### src/rtl/gpio_edge_capture_pkg.sv
// gpio_edge_capture_pkg: register map and Wishbone helpers shared by the edge-capture block
package gpio_edge_capture_pkg;

    localparam logic [2:0] REG_LEVEL    = 3'd0;
    localparam logic [2:0] REG_PENDING  = 3'd1;
    localparam logic [2:0] REG_RISE_EN  = 3'd2;
    localparam logic [2:0] REG_FALL_EN  = 3'd3;
    localparam logic [2:0] REG_IRQ_MASK = 3'd4;
    localparam logic [2:0] REG_DEBOUNCE = 3'd5;
    localparam logic [2:0] REG_COUNT    = 3'd6;

    // expand the four byte enables into a 32-bit write mask
    function automatic logic [31:0] lane_mask(input logic [3:0] sel);
        return {{8{sel[3]}}, {8{sel[2]}}, {8{sel[1]}}, {8{sel[0]}}};
    endfunction

endpackage

### src/rtl/gpio_edge_capture_if.sv
// gpio_edge_capture_if: Wishbone classic register port of the edge-capture block
interface gpio_edge_capture_if;

    logic        wb_cyc_i;
    logic        wb_stb_i;
    logic        wb_we_i;
    logic [3:0]  wb_sel_i;
    logic [31:0] wb_adr_i;
    logic [31:0] wb_dat_i;
    logic [31:0] wb_dat_o;
    logic        wb_ack_o;
    logic        wb_err_o;

    modport master (
        output wb_cyc_i, wb_stb_i, wb_we_i, wb_sel_i, wb_adr_i, wb_dat_i,
        input  wb_dat_o, wb_ack_o, wb_err_o
    );

    modport slave (
        input  wb_cyc_i, wb_stb_i, wb_we_i, wb_sel_i, wb_adr_i, wb_dat_i,
        output wb_dat_o, wb_ack_o, wb_err_o
    );

endinterface

### src/rtl/gpio_debounce_bit.sv
// gpio_debounce_bit: per-pin synchroniser, tick-sampled history, clean level and edge pulses
module gpio_debounce_bit (
    input  logic clk,
    input  logic rst,
    input  logic tick,
    input  logic bypass,
    input  logic clr,
    input  logic in_sync,
    output logic clean,
    output logic rise,
    output logic fall
);

    logic [1:0] sync_q, sync_d;
    logic [1:0] hist_q, hist_d;
    logic       clean_q, clean_d;
    logic       rise_q, rise_d;
    logic       fall_q, fall_d;
    logic       synced;

    assign synced = sync_q[1];

    // sample history on ticks; the clean level follows once two consecutive samples agree
    always_comb begin
        sync_d  = {sync_q[0], in_sync};
        hist_d  = clr ? 2'b00 : (tick && !bypass) ? {hist_q[0], synced} : hist_q;
        clean_d = bypass ? synced : (tick && !clr && synced == hist_q[0]) ? synced : clean_q;
        rise_d  = clean_d & ~clean_q;
        fall_d  = ~clean_d & clean_q;
    end

    // state flops, cleared asynchronously
    always_ff @(posedge clk or posedge rst) begin
        if (rst) begin
            sync_q  <= '0;
            hist_q  <= '0;
            clean_q <= 1'b0;
            rise_q  <= 1'b0;
            fall_q  <= 1'b0;
        end else begin
            sync_q  <= sync_d;
            hist_q  <= hist_d;
            clean_q <= clean_d;
            rise_q  <= rise_d;
            fall_q  <= fall_d;
        end
    end

    assign clean = clean_q;
    assign rise  = rise_q;
    assign fall  = fall_q;

endmodule

### src/rtl/gpio_edge_capture.sv
// gpio_edge_capture: synchronise, debounce and edge-capture GPIO pins behind a Wishbone register port
module gpio_edge_capture
    import gpio_edge_capture_pkg::*;
#(
    parameter int COUNT        = 32,
    parameter int DEBOUNCE_W   = 16,
    parameter int DEBOUNCE_RST = 0
) (
    input  logic               wb_clk_i,
    input  logic               wb_rst_i,
    gpio_edge_capture_if.slave wb,
    input  logic [COUNT-1:0]   gpio_in,
    output logic [COUNT-1:0]   gpio_clean_o,
    output logic               irq_o
);

    logic                  req, wr, mapped, deb_wr, tick, bypass;
    logic [2:0]            idx;
    logic [31:0]           wmask32, rdata;
    logic [COUNT-1:0]      wmask, wdat, clean, rise, fall;
    logic [DEBOUNCE_W-1:0] deb_lane;
    logic [COUNT-1:0]      pend_q, pend_d;
    logic [COUNT-1:0]      rise_en_q, rise_en_d;
    logic [COUNT-1:0]      fall_en_q, fall_en_d;
    logic [COUNT-1:0]      mask_q, mask_d;
    logic [DEBOUNCE_W-1:0] deb_q, deb_d;
    logic [DEBOUNCE_W-1:0] cnt_q, cnt_d;
    logic                  ack_q, ack_d;
    logic                  err_q, err_d;
    logic                  irq_q, irq_d;
    logic [31:0]           dat_q, dat_d;
    logic                  unused_ok;

    // a new request is only taken while no acknowledge is outstanding
    assign req      = wb.wb_cyc_i & wb.wb_stb_i & ~ack_q & ~err_q;
    assign idx      = wb.wb_adr_i[4:2];
    assign mapped   = idx < REG_COUNT;
    assign wr       = req & wb.wb_we_i & mapped;
    assign deb_wr   = wr && idx == REG_DEBOUNCE;
    assign wmask32  = lane_mask(wb.wb_sel_i);
    assign wmask    = wmask32[COUNT-1:0];
    assign wdat     = wb.wb_dat_i[COUNT-1:0];
    assign deb_lane = wmask32[DEBOUNCE_W-1:0];
    assign tick     = cnt_q == deb_q;
    assign bypass   = deb_q == '0;
    assign unused_ok = ^{wb.wb_adr_i, wb.wb_dat_i, wmask32};

    for (genvar i = 0; i < COUNT; i++) begin : g_bit
        gpio_debounce_bit u_bit (
            .clk     (wb_clk_i),
            .rst     (wb_rst_i),
            .tick    (tick),
            .bypass  (bypass),
            .clr     (deb_wr),
            .in_sync (gpio_in[i]),
            .clean   (clean[i]),
            .rise    (rise[i]),
            .fall    (fall[i])
        );
    end

    // read mux; bits above the implemented width read as zero
    always_comb begin
        rdata = '0;
        case (idx)
            REG_LEVEL:    rdata[COUNT-1:0]      = clean;
            REG_PENDING:  rdata[COUNT-1:0]      = pend_q;
            REG_RISE_EN:  rdata[COUNT-1:0]      = rise_en_q;
            REG_FALL_EN:  rdata[COUNT-1:0]      = fall_en_q;
            REG_IRQ_MASK: rdata[COUNT-1:0]      = mask_q;
            REG_DEBOUNCE: rdata[DEBOUNCE_W-1:0] = deb_q;
            default:      rdata                 = '0;
        endcase
    end

    // register, prescaler and bus next-state; new edge events win over a same-cycle W1C clear
    always_comb begin
        rise_en_d = (wr && idx == REG_RISE_EN)  ? (rise_en_q & ~wmask) | (wdat & wmask) : rise_en_q;
        fall_en_d = (wr && idx == REG_FALL_EN)  ? (fall_en_q & ~wmask) | (wdat & wmask) : fall_en_q;
        mask_d    = (wr && idx == REG_IRQ_MASK) ? (mask_q & ~wmask) | (wdat & wmask) : mask_q;
        deb_d     = deb_wr ? (deb_q & ~deb_lane) | (wb.wb_dat_i[DEBOUNCE_W-1:0] & deb_lane) : deb_q;
        pend_d    = (pend_q & ~((wr && idx == REG_PENDING) ? wdat & wmask : '0))
                  | (rise & rise_en_q) | (fall & fall_en_q);
        irq_d     = |(pend_q & mask_q);
        cnt_d     = (deb_wr || tick) ? '0 : cnt_q + DEBOUNCE_W'(1);
        ack_d     = req & mapped;
        err_d     = req & ~mapped;
        dat_d     = (req && mapped && !wb.wb_we_i) ? rdata : '0;
    end

    // state flops, cleared asynchronously
    always_ff @(posedge wb_clk_i or posedge wb_rst_i) begin
        if (wb_rst_i) begin
            pend_q    <= '0;
            rise_en_q <= '0;
            fall_en_q <= '0;
            mask_q    <= '0;
            deb_q     <= DEBOUNCE_W'(DEBOUNCE_RST);
            cnt_q     <= '0;
            ack_q     <= 1'b0;
            err_q     <= 1'b0;
            irq_q     <= 1'b0;
            dat_q     <= '0;
        end else begin
            pend_q    <= pend_d;
            rise_en_q <= rise_en_d;
            fall_en_q <= fall_en_d;
            mask_q    <= mask_d;
            deb_q     <= deb_d;
            cnt_q     <= cnt_d;
            ack_q     <= ack_d;
            err_q     <= err_d;
            irq_q     <= irq_d;
            dat_q     <= dat_d;
        end
    end

    assign wb.wb_ack_o  = ack_q;
    assign wb.wb_err_o  = err_q;
    assign wb.wb_dat_o  = dat_q;
    assign gpio_clean_o = clean;
    assign irq_o        = irq_q;

endmodule

### src/flat_wrapper.sv
// flat-port wrapper written by rule: the top's interface ports become plain ports
module gpio_edge_capture_flat import gpio_edge_capture_pkg::*;
#(
    parameter int COUNT        = 32,
    parameter int DEBOUNCE_W   = 16,
    parameter int DEBOUNCE_RST = 0
)
  (wb_clk_i, wb_rst_i, gpio_in, gpio_clean_o, irq_o, wb_wb_cyc_i, wb_wb_stb_i, wb_wb_we_i, wb_wb_sel_i, wb_wb_adr_i, wb_wb_dat_i, wb_wb_dat_o, wb_wb_ack_o, wb_wb_err_o);
  gpio_edge_capture_if wb_i ();
  input  logic wb_clk_i;
  input  logic wb_rst_i;
  input  logic [COUNT-1:0] gpio_in;
  output logic [COUNT-1:0] gpio_clean_o;
  output logic irq_o;
  input wire logic [$bits(wb_i.wb_cyc_i)-1:0] wb_wb_cyc_i;
  input wire logic [$bits(wb_i.wb_stb_i)-1:0] wb_wb_stb_i;
  input wire logic [$bits(wb_i.wb_we_i)-1:0] wb_wb_we_i;
  input wire logic [$bits(wb_i.wb_sel_i)-1:0] wb_wb_sel_i;
  input wire logic [$bits(wb_i.wb_adr_i)-1:0] wb_wb_adr_i;
  input wire logic [$bits(wb_i.wb_dat_i)-1:0] wb_wb_dat_i;
  output wire logic [$bits(wb_i.wb_dat_o)-1:0] wb_wb_dat_o;
  output wire logic [$bits(wb_i.wb_ack_o)-1:0] wb_wb_ack_o;
  output wire logic [$bits(wb_i.wb_err_o)-1:0] wb_wb_err_o;
  assign wb_i.wb_cyc_i = wb_wb_cyc_i;
  assign wb_i.wb_stb_i = wb_wb_stb_i;
  assign wb_i.wb_we_i = wb_wb_we_i;
  assign wb_i.wb_sel_i = wb_wb_sel_i;
  assign wb_i.wb_adr_i = wb_wb_adr_i;
  assign wb_i.wb_dat_i = wb_wb_dat_i;
  assign wb_wb_dat_o = wb_i.wb_dat_o;
  assign wb_wb_ack_o = wb_i.wb_ack_o;
  assign wb_wb_err_o = wb_i.wb_err_o;
  gpio_edge_capture #(.COUNT(COUNT), .DEBOUNCE_W(DEBOUNCE_W), .DEBOUNCE_RST(DEBOUNCE_RST)) u_core (.wb_clk_i(wb_clk_i), .wb_rst_i(wb_rst_i), .wb(wb_i), .gpio_in(gpio_in), .gpio_clean_o(gpio_clean_o), .irq_o(irq_o));
endmodule
### config.mk
export PLATFORM = sky130hd
export DESIGN_NAME = gpio_edge_capture_flat
export DESIGN_NICKNAME = d
export VERILOG_FILES = /design/src/rtl/gpio_edge_capture_pkg.sv /design/src/rtl/gpio_edge_capture_if.sv /design/src/rtl/gpio_debounce_bit.sv /design/src/rtl/gpio_edge_capture.sv /design/src/flat_wrapper.sv
export SDC_FILE = /design/constraint.sdc
export NUM_CORES = 1
export LEC_CHECK = 0
export CORE_MARGIN = 2
export CORE_UTILIZATION = 61
export DETAILED_ROUTE_END_ITERATION = 10
export DONT_BUFFER_PORTS = 1
export PLACE_DENSITY = 0.74
export SETUP_SLACK_MARGIN = 0.4
export SKIP_CTS_REPAIR_TIMING = 1
export SLEW_MARGIN = 20
export SYNTH_ARGS = -nofsm -noshare
export SYNTH_HDL_FRONTEND = slang
export SYNTH_SLANG_ARGS = --single-unit
### constraint.sdc
create_clock -name wb_clk_i -period 31.8 [get_ports wb_clk_i]
set_input_delay 3.18 -clock wb_clk_i [delete_from_list [all_inputs] [get_ports wb_clk_i]]
set_output_delay 3.18 -clock wb_clk_i [all_outputs]
set_load 0.02 [all_outputs]
Figure 1. Clock network drawn from the DEF (run 1).
Scale: 3 px per um.
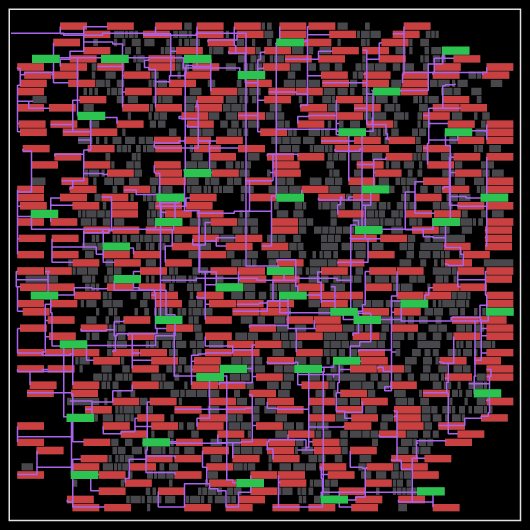
clock wires -> purple  # length 4430 um
clock drivers -> green  # count 42
flip-flops -> red  # count 387
routed clock nets = 43
Clock Power Share: 36.9%
clk latency late pin: 0.54 ns
Post-Route Skew: 0.0163 ns
Clk. pwr: 0.507 mW

Figure 2. Metal 3 (run 1).
Scale: 2 px per um.
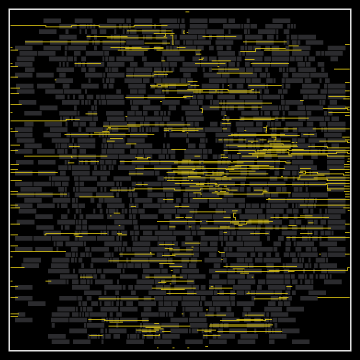
wire length on this layer = 3890 um
main direction = horizontal
longest straight run = 67.9 um
share of all routed wire = 9.0%
nets with wire on the layer = 221

Figure 3. Nets reached from selected ports (run 1).
Scale: 3 px per um.
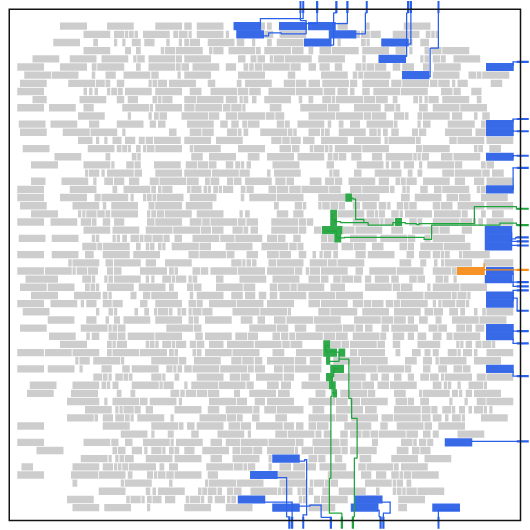
`wb_wb_ack_o` -> orange  # direction output, edge east, end cells 1, buffers 0, wire 13.9 um
`wb_wb_sel_i` -> green  # direction input, edge 2 south, 2 east, end cells 18, buffers 0, wire 297 um
`wb_wb_dat_o` -> blue  # direction output, edge 16 east, 9 north, 7 south, end cells 32, buffers 0, wire 313 um

Figure 4. Cells coloured by class (run 1).
Scale: 1.5 px per um.
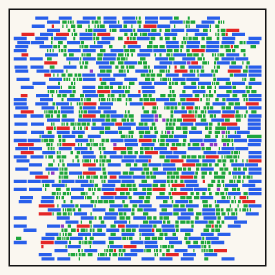
remaining buffers and delay cells -> purple  # cells 15
sequential cells -> blue  # cells 387
combinational and other logic -> green  # cells 919
clock drivers and dummy loads -> red  # cells 75

==> deck_impl_summary.md, run 1 <==
Key Metrics from the Run

Clock tree
  – TritonCTS clock tree: yes
  – Maximum buffer depth of the clock tree: 3
  – Clk slew on worst S/H paths: about 0.060 ns
  – Root Buffer: clkbuf_16

Min path
  – Hold path startpoint: u_core.g_bit[5].u_bit.sync_q[0]
  – Worst hold path depth: 0
  – Worst Hold Path EP: u_core.g_bit[5].u_bit.sync_q[1]

Synth
  – Yosys top cell by area: dfrtp_1
  – Syn Std Cell Area: 16800 um^2
  – Syn Area/Cell: 11.8 um^2
  – Ys cells: around 1400
  – Post-synth top cells: dfrtp_1, nor2_1, mux2_2
  – Dominant Register Cell: dfrtp_1
  – Ys async rst share: 100%
  – Yosys cell types: 42
  – Seq cells post-synth: 387
  – Yosys stat area: around 17000 um^2

Layout
  – Comb/total area: 35.8%
  – Antenna diode count: 0
  – Logic area: 6520 um^2
  – Register area: 9680 um^2
  – MI comb cells: 915
  – Flop Count: 387
  – Seq/total area: 53.1%
  – Share of layout cells above drive strength 1: 15.5%
  – Fill cell count: 1916
  – Layout net count: 1471
  – Non-filler cells, final: 1737
  – Area Growth Syn to Fin: 8.51%

Timing
  – Slew Limit Fails: 0
  – Worst slew pin tran: roughly 1.2 ns
  – RSZ-0062 raised after global routing: no
  – Setup total negative slack: 0 ns
  – Final Hold Vio Count: 0

Placement
  – Routability cong.: 0.881
  – Pre-CTS WS: ~26 ns
  – Cell area after placement: between 15000 and 20000 um^2
  – Port Buffer Count: 0
  – Dpl hpwl: 27700 um

Worst setup path
  – FF-to-FF path depth: 6
  – Critical Setup Path Class: input pin to flip-flop
  – CP startpoint: wb_wb_adr_i[4]
  – Crit end category: flip-flop
  – Levels on crit path: 6
  – CP delay by family, top: simple AND/OR/NAND/NOR gates
  – Critical Path Max Stage Delay: 0.74 ns
  – R2r setup slk: 28.61 ns

Drt
  – TritonRoute pass-1 iters: 5
  – Uppermost routed layer: met5
  – Met2 WL: 18800 um
  – Antenna Violating Nets Remaining: 0
  – WL met1: 18700 um
  – WL/cell: 24.8 um
  – Initial DRC Count: 1428

Run
  – Count of tool warnings: 59
  – Max_cap viols: 0

GRT
  – Met2 Track Usage GR: between 40% and 50%
  – Grt met1 use: 46.1%
  – Vias in the first global route: 11300
  – Aggregate global-route resource usage: ~30%
  – Global route hottest layer: met1
  – Grt met3 use: 6.44%
  – Largest net degree at the start of global routing: ~130
  – Antenna violations before repair: 1

Floorplan
  – Die height: 170 um
  – Core Rows: 60
  – Core area: 27000 um^2
  – Die width: 170 um

Status
  – Outcome: completed

Pwr
  – PwrDens: 75.3 nW/um^2
  – Total power: 1.37 mW
  – P_leak: 7.92 nW
[run 1: cell families (layout without fill, tap and decap cells)]
group	after synthesis	count (layout)	synth area share [%]
AND/OR/NAND/NOR	371	371	11.1
adder cells (fa/ha/maj)	1	1	0.0745
multiplexers	200	200	12.8
AND-OR/OR-AND	313	313	13.0
flip-flops	387	387	57.6
buffers and inverters	121	94	3.87
XOR/XNOR	30	30	1.56
[run 1: power by group]
part	switching, mW	internal, mW
clock network	0.192	0.315
logic	0.0993	0.108
registers	0.0920	0.567
total	0.383	0.990
[run 1: worst register-to-register path: stages (launching register included)]
cell and delay, ns:
dfrtp_1 0.45, nor4_1 0.34, and4_4 0.76, buf_4 0.83
nor2b_4 0.06, buf_4 0.38, mux2i_1 0.23
Figure 5. Clock routing (run 1).
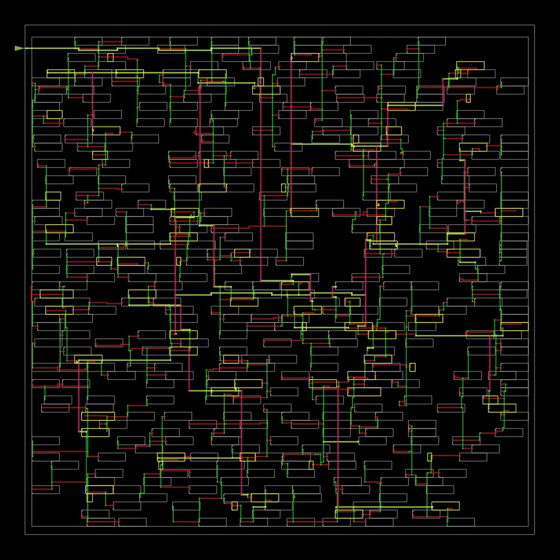

==> inputs of run 2 (changes only) <==
- clock period: 31.8 -> 4.95 ns (I/O delays scaled with it)
Figure 6. Clock routing (run 2).
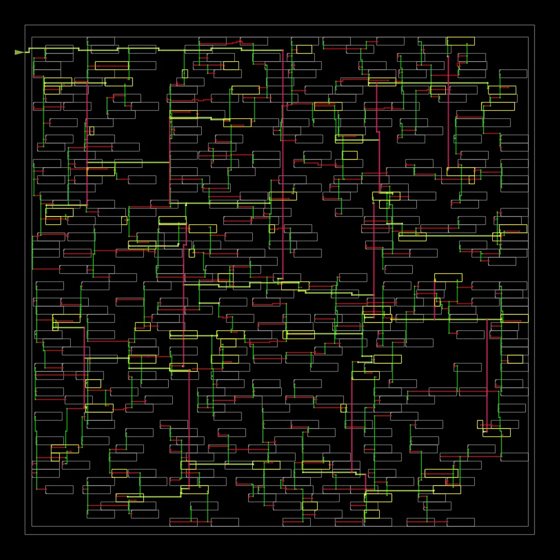
Num Clock Sinks: 387
Flop Count: 387
Clk. pwr: 3.18 mW
Post-Route Skew: 0.0202 ns

Figure 7. Cells coloured by class (run 2).
Scale: 1.5 px per um.
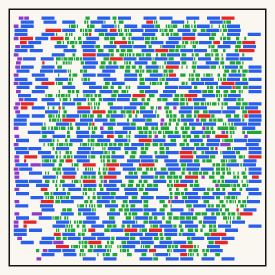
combinational and other logic -> green  # cells 919
sequential cells -> blue  # cells 387
remaining buffers and delay cells -> purple  # cells 52
clock drivers and dummy loads -> red  # cells 75

==> run 2 against run 1 <==
Via count fell by 0.56%. Cell count rose by 2.1%. Cell area rose by 2.1%. Non-clock buffer count rose by 37. Routed wire length fell by 2.8%. Die size did not move. Global-route usage fell by 1.3 points. Synthesized cell count did not move. Clock power rose to 6.3 times the previous value. Worst setup slack got worse by 25 ns. Clock-buffer cell count fell by 4. Area after synthesis did not move. Highest routed layer is now met4.
==> deck_impl_summary.md, run 2 <==
Key Metrics from the Run

Timing
  – Worst slew pin tran: 1.09 ns (-0.0877 ns)
  – RSZ-0062 raised after global routing: no
  – Clock period minus worst slack: 3.28 ns
  – Slew Limit Fails: 0 (unchanged)
  – Setup total negative slack: 0 ns (unchanged)
  – Fin crit share: 66.2%
  – Setup-failing EPs final: 0
  – WHS: about 0.011 ns
  – Final Hold Vio Count: 0 (unchanged)
  – Slew HR: ~27%
  – Final worst slack: 1.67 ns
  – Fmax: 305 MHz

Layout
  – Most numerous logic cell after layout: dfrtp_1
  – Area Growth Syn to Fin: 10.8%
  – Share of layout cells above drive strength 1: 15.8% (+0.30 points)
  – Nonclk inv count: 4
  – Nonclk buf count: around 52
  – Register area: 9680 um^2 (unchanged)
  – Non-clock buffer share: 2.80%
  – MI comb cells: 915 (unchanged)
  – Area-dominant class: registers
  – Fill cell count: 1966 (+2.6%)
  – Fin util: between 60 and 70%
  – Logic area: 6520 um^2 (about the same)
  – Antenna diode count: 0 (unchanged)
  – CLK BUF: about 60
  – Layout net count: 1507 (+2.4%)
  – Non-filler cells, final: 1774 (+2.1%)
  – Comb/total area: 35.0% (-0.76 points)
  – Most common logic cells in the final layout: dfrtp_1, nor2_1, mux2_2, a21oi_1, mux2i_1
  – Design area: around 19000 um^2
  – Clock buf/inv share: 7.78%
  – Seq/total area: 52.0% (-1.1 points)

Synth
  – Post-synth EDFFs: 0
  – Most common cell in the netlist: dfrtp_1
  – Share of the synthesized area in the top cell type: 57.6%
  – Yosys stat area: 16800 um^2 (unchanged)
  – And-or/or-and share of the synthesized area: 13.0% (unchanged)
  – Syn Std Cell Area: 16800 um^2 (unchanged)
  – Dominant Register Cell: dfrtp_1
  – Synth warnings: 0
  – Post-synth top cells: dfrtp_1, nor2_1, mux2_2
  – Top logic family: AND-OR/OR-AND gates
  – Fa+ha+maj area frac: 0.0745% (unchanged)
  – Mux share: 12.8% (unchanged)
  – Post-synth seq share: 57.6%
  – Post-Synth XOR/XNOR Area: 1.56% (unchanged)
  – Yosys cell types: 42 (unchanged)
  – Synth Net Count: 1529
  – Seq cells post-synth: 387 (unchanged)
  – Post-synthesis cell count: 1423
  – Syn Area/Cell: 11.8 um^2 (unchanged)
  – Simple Share, Synth: 11.1% (unchanged)
  – Ys async rst share: 100% (unchanged)
  – Top cells, area: dfrtp_1, mux2_2, mux2i_1
  – Yosys top cell by area: dfrtp_1
  – Ys cells: 1423 (unchanged)

GRT
  – Largest net degree at the start of global routing: 150 (+12%)
  – GRT Residual Overflow: 0
  – Vias in the first global route: 11000 (-3.0%)
  – Antenna violations before repair: 2 (+1)
  – First-pass GRT wire length: 64400 um
  – Aggregate global-route resource usage: 29.4% (-1.3 points)

Placement
  – Dpl hpwl: 27700 um (about the same)
  – Inst Count DP: 1667
  – Cell area after placement: 16800 um^2 (+0.48%)
  – Pre-CTS WS: 1.71 ns (-24.44 ns)
  – Port Buffer Count: 0 (unchanged)
  – Routability cong.: 0.862 (-2.1%)

Worst setup path
  – CP delay by family, top: simple AND/OR/NAND/NOR gates
  – Arr. time, crit path: 3.72 ns
  – Levels on crit path: 7 (+1)
  – Reg2reg end: u_core.g_bit[10].u_bit.hist_q[0]
  – CP most frequent cell: buf_4
  – Crit start category: flip-flop
  – Crit-path max FO: roughly 63
  – Crit end category: flip-flop
  – Critical Path Slowest Stage Cell: nor2b_4
  – End point of the critical path: u_core.g_bit[10].u_bit.hist_q[0]
  – Critical Setup Path Class: flip-flop to flip-flop
  – Req. time, crit path: 5.40 ns
  – Critical Path Max Stage Delay: 0.79 ns (+0.05 ns)
  – Worst path cell trace: xnor2_1, nand4_1, nor4_4, buf_4, nor2b_4, buf_4, mux2i_1
  – FF-to-FF path depth: 7 (+1)
  – R2r setup slk: 1.67 ns (-26.94 ns)
  – CP Buf/Inv Count: 2

Min path
  – Worst hold path type: input pin to async pin

Drt
  – WL met1: 17900 um (-4.1%)
  – WL/cell: 23.6 um (-4.9%)
  – Final wirelength: 41900 um
  – Antenna Violating Nets Remaining: 0 (unchanged)
  – Met3 WL post-DR: 4170 um
  – Initial DRC Count: 1306 (-8.5%)
  – Uppermost routed layer: met4
  – Vias/cell: between 6 and 7
  – Via count: 11500
  – TritonRoute pass-1 iters: 7 (+2)
  – Met2 WL: 18300 um (-2.9%)
  – DR DRC count: 0

Pwr
  – P_leak: 8.09 nW (+2.2%)
  – Worst vdd ir: 0.347 mV
  – PwrDens: 470 nW/um^2 (+520%)
  – Total power: 8.76 mW (+540%)

Clock tree
  – Root Buffer: clkbuf_16
  – TritonCTS clock tree: yes
  – Clk slew on worst S/H paths: 0.06 ns (about the same)
  – Clk latency late pin: 0.54 ns (about the same)
  – H-tree depth: 2
  – Maximum buffer depth of the clock tree: 3 (unchanged)
  – CTS Buf Count: 41

Floorplan
  – Io pins: about 170
  – Die height: 170 um (unchanged)
  – Tapcells: between 300 and 400
  – Core Rows: 60 (unchanged)
  – Die width: 170 um (unchanged)
  – Init Core Util: 62.2%
  – Core area: 27000 um^2 (unchanged)
  – Chip area: about 29000 um^2

Status
  – Outcome: completed

Run
  – Max_cap viols: 0 (unchanged)
  – Count of tool warnings: 60 (+1.7%)
==> run 2: cell types whose count changed in the layout (fill, tap and decap cells not counted), moves of 2 or more <==
cell           previous run  this run
buf_12                    0         4
clkbuf_1                  8         2
clkbuf_16                45        43
clkbuf_8                 11        15
clkinv_2                  7         9
dlygate4sd3_1             0        32
clkinvlp_4                0         3
==> run 2: power by group <==
| part | switching, mW | total (mW) | internal [mW] |
|---|---|---|---|
| Combinational | 0.630 | 1.35 | 0.719 |
| Clock | 1.22 | 3.18 | 1.96 |
| Sequential | 0.587 | 4.23 | 3.64 |
==> run 2: metal layers <==
layer	GRT usage, %	vias up
met4	11.1	0
met1	42.7	5805
met5	0	-
met2	42.9	530
li1	-	5094
met3	7.53	85
Power and IR drop assume default switching activity.
